==> config.mk <==
export PLATFORM = sky130hd
export DESIGN_NAME = peak_meter
export DESIGN_NICKNAME = d
export VERILOG_FILES = /design/src/rtl/peak_meter_pkg.sv /design/src/rtl/tick_gen.sv /design/src/rtl/peak_meter.sv
export SDC_FILE = /design/constraint.sdc
export NUM_CORES = 1
export LEC_CHECK = 0
export CAP_MARGIN = 0
export CORE_MARGIN = 2
export CORE_UTILIZATION = 50
export CTS_BUF_LIST = sky130_fd_sc_hd__clkbuf_4 sky130_fd_sc_hd__clkbuf_8
export CTS_CLUSTER_SIZE = 8
export DETAILED_ROUTE_END_ITERATION = 10
export PLACE_DENSITY = 0.73
export SYNTH_ARGS = -nofsm -noshare
export SYNTH_HDL_FRONTEND = slang
export SYNTH_SLANG_ARGS = --single-unit
==> constraint.sdc <==
create_clock -name clk -period 5.3 [get_ports clk]
set_input_delay 0.53 -clock clk [delete_from_list [all_inputs] [get_ports clk]]
set_output_delay 0.53 -clock clk [all_outputs]
set_load 0.02 [all_outputs]
==> src/rtl/peak_meter_pkg.sv <==
// rtl/peak_meter_pkg.sv - shared types and helpers for the microphone peak meter
package peak_meter_pkg;

    typedef enum logic {
        HOLD  = 1'b0,
        DECAY = 1'b1
    } peak_state_e;

    // Levels below the offset-binary midpoint read as silence; above it the
    // top LEVEL_W magnitude bits are taken as-is, with no rounding.
    function automatic logic [31:0] map_level(input logic [31:0] m,
                                              input int sample_w,
                                              input int level_w);
        logic [31:0] mask;
        mask = (32'd1 << level_w) - 32'd1;
        if (m[sample_w-1]) begin
            return (m >> (sample_w - 1 - level_w)) & mask;
        end
        return 32'd0;
    endfunction

endpackage

==> src/rtl/tick_gen.sv <==
// rtl/tick_gen.sv - one-clk sample strobe every DIV clocks
module tick_gen #(
    parameter int DIV = 5000
) (
    input  logic clk,
    input  logic rst,
    output logic tick
);

    localparam int CW = (DIV > 2) ? $clog2(DIV) : 1;
    localparam logic [CW-1:0] LAST = CW'(DIV - 1);

    logic [CW-1:0] cnt;

    always_ff @(posedge clk) begin
        if (rst) begin
            cnt <= '0;
        end else if (cnt == LAST) begin
            cnt <= '0;
        end else begin
            cnt <= cnt + CW'(1);
        end
    end

    assign tick = (cnt == LAST);

endmodule

==> src/rtl/peak_meter.sv <==
// rtl/peak_meter.sv - windowed peak level meter with peak-hold and LED bar
module peak_meter
    import peak_meter_pkg::*;
#(
    parameter int SAMPLE_W = 12,
    parameter int LEVEL_W  = 4,
    parameter int DIV      = 5000,
    parameter int WINDOW   = 5000,
    parameter int HOLD_WIN = 4
) (
    input  logic                       clk,
    input  logic                       rst,
    input  logic [SAMPLE_W-1:0]        mic_in,
    input  logic                       hold_en,
    output logic [LEVEL_W-1:0]         level,
    output logic [LEVEL_W-1:0]         peak,
    output logic                       level_valid,
    output logic [(2**LEVEL_W)-2:0]    led
);

    localparam int SCW = (WINDOW > 2) ? $clog2(WINDOW) : 1;
    localparam int LED_W = (2**LEVEL_W) - 1;
    localparam logic [SCW-1:0] S_LAST = SCW'(WINDOW - 1);
    localparam logic [1:0]     H_LAST = 2'(HOLD_WIN - 1);

    logic                 tick;
    logic [SCW-1:0]       samp_cnt;
    logic [SAMPLE_W-1:0]  max_r;
    logic [SAMPLE_W-1:0]  m_win;
    logic                 window_end;
    logic [LEVEL_W-1:0]   lvl_new;
    logic [LEVEL_W-1:0]   peak_dec;
    logic [LEVEL_W-1:0]   disp;

    peak_state_e          state, state_nx;
    logic [1:0]           hold_cnt, hold_nx;
    logic [LEVEL_W-1:0]   peak_nx;

    tick_gen #(.DIV(DIV)) u_tick_gen (
        .clk  (clk),
        .rst  (rst),
        .tick (tick)
    );

    assign m_win      = (mic_in > max_r) ? mic_in : max_r;
    assign window_end = tick && (samp_cnt == S_LAST);
    assign lvl_new    = LEVEL_W'(map_level(32'(m_win), SAMPLE_W, LEVEL_W));
    assign peak_dec   = peak - LEVEL_W'(1);

    always_ff @(posedge clk) begin
        if (rst) begin
            samp_cnt    <= '0;
            max_r       <= '0;
            level       <= '0;
            level_valid <= 1'b0;
        end else begin
            level_valid <= window_end;
            if (tick) begin
                samp_cnt <= (samp_cnt == S_LAST) ? '0 : samp_cnt + SCW'(1);
                max_r    <= (samp_cnt == '0) ? mic_in : m_win;
            end
            if (window_end) begin
                level <= lvl_new;
            end
        end
    end

    always_ff @(posedge clk) begin
        if (rst) begin
            state    <= HOLD;
            hold_cnt <= 2'd0;
            peak     <= '0;
        end else begin
            state    <= state_nx;
            hold_cnt <= hold_nx;
            peak     <= peak_nx;
        end
    end

    // The peak FSM only moves at window end, against the level being latched
    // on that same edge.
    always_comb begin
        state_nx = state;
        hold_nx  = hold_cnt;
        peak_nx  = peak;
        if (window_end) begin
            if (!hold_en || (lvl_new >= peak)) begin
                peak_nx  = lvl_new;
                state_nx = HOLD;
                hold_nx  = 2'd0;
            end else if (state == HOLD) begin
                if (hold_cnt == H_LAST) begin
                    state_nx = DECAY;
                end else begin
                    hold_nx = hold_cnt + 2'd1;
                end
            end else begin
                peak_nx = (peak_dec > lvl_new) ? peak_dec : lvl_new;
            end
        end
    end

    assign disp = hold_en ? peak : level;

    always_comb begin
        led = '0;
        for (int i = 0; i < LED_W; i++) begin
            led[i] = (i < int'(disp));
        end
    end

endmodule

Figure 1. Signal wires on met1.
Scale bar: 20 um.
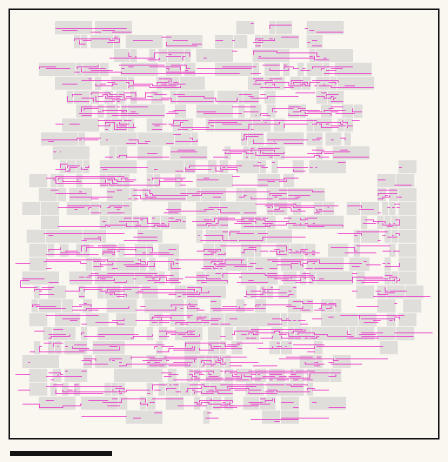
longest straight run: 23.0 um
wire length on this layer: 3120 um
share of all routed wire: 47%
main direction: horizontal
nets with wire on the layer: 428

Figure 2. The metal 2 layer.
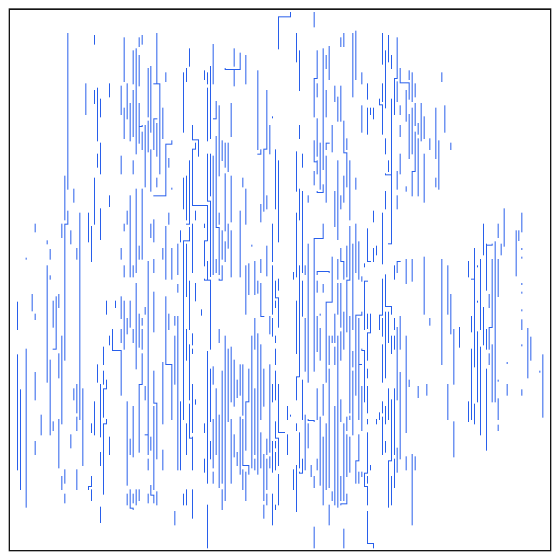
longest straight run: 32.0 um
wire length on this layer: 3220 um
share of all routed wire: 48%
nets with wire on the layer: 386
main direction: vertical

-- per-layer routing --
| metal | track usage | vias to the layer above | part of all wire | routed length (um) |
|---|---|---|---|---|
| li1 | - | 1434 | - | - |
| met1 | 0.258 | 1285 | 0.47 | 3120 |
| met2 | 0.337 | 51 | 0.48 | 3220 |
| met3 | 0.0455 | 11 | 0.040 | 271 |
| met4 | 0.0601 | 0 | 0.013 | 89 |
| met5 | 0 | - | 0 | 0 |
-- worst max-delay path by stage --
stage	from	to	slack [ps]	depth (start not counted)
6_report	mic_in[11]	peak[0]	700	16
3_5_place_dp	mic_in[11]	peak[0]	430	16
5_1_grt	mic_in[11]	peak[0]	300	16
2_1_floorplan	mic_in[1]	peak[1]	1250	17
4_1_cts	mic_in[11]	peak[0]	730	16
3_3_place_gp	mic_in[11]	peak[0]	550	16
==> reports/metrics.csv <==
stage;metric;value;unit
global_routing;Congestion Overflow GR;0;
layout;final core occ;0.598;
power;proportion of power drawn by the clock network;0.388;
power;total sequential power;0.379;mW
sta;endpoints failing setup;0;
layout;Post-layout nets;465;
logic_synthesis;number of nets at floorplan;431;
logic_synthesis;synthesized area per cell;8.08;um2
setup_path;capture point of the worst reg-to-reg path;peak[0];
clocking;clock network latency to the later pin of the worst-skew pair;300;ps
run;max_cap viols;0;
setup_path;largest fanout of any net on the critical path;11;
setup_path;critical-path cell with the highest stage delay;or4_1;
hold_path;hold_sp;u_tick_gen.cnt[0];
route;DRT Pass-1 Iters;4;
setup_path;Crit Path Category;in2reg;
global_routing;global-route usage over all layers;0.201;
sta;min Tclk post-route;4600;ps
layout;dominant class by area;multi-input combinational cells;
placement;routability cong.;0.922;
setup_path;Critical Path End Type;flip-flop;
sta;transition at the pin with the smallest max-transition slack;758;ps
power;total design power;0.740;mW
logic_synthesis;Syn. warnings;0;
power;Clock group;0.287;mW
logic_synthesis;combined area of all synthesized cells;0.00318;mm2
placement;placed instance area;0.00361;mm2
clocking;hold buffers post-CTS;0;
logic_synthesis;proportion of synthesized area in mux cells;0.0264;
floorplan;standard-cell row count;29;
power;sequential power share;0.512;
logic_synthesis;dominant non-sequential cell family after synthesis;simple AND/OR/NAND/NOR gates;
layout;clock distribution area overhead in the final layout;0.0325;
floorplan;full die area;0.00700;mm2
logic_synthesis;proportion of netlist area held by the largest area contributor;0.315;
setup_path;Buf+Inv Stages, Crit Path;2;
setup_path;Worst path top cell family by delay;AND-OR/OR-AND gates;
layout;non-clock buffer count;41;
clocking;clk buf depth;2;
route;vias per inst;5.51;
status;result of the run;finished clean;
layout;antenna diode instance count;0;
clocking;post_cts resized;0;
global_routing;wire length of the first global-routing pass;11.9;mm
power;Cell Pwr Density;198;mW/mm2
layout;share of post-route cells with drive strength above 1;0.0748;
Power is estimated from default activity; no workload was simulated.
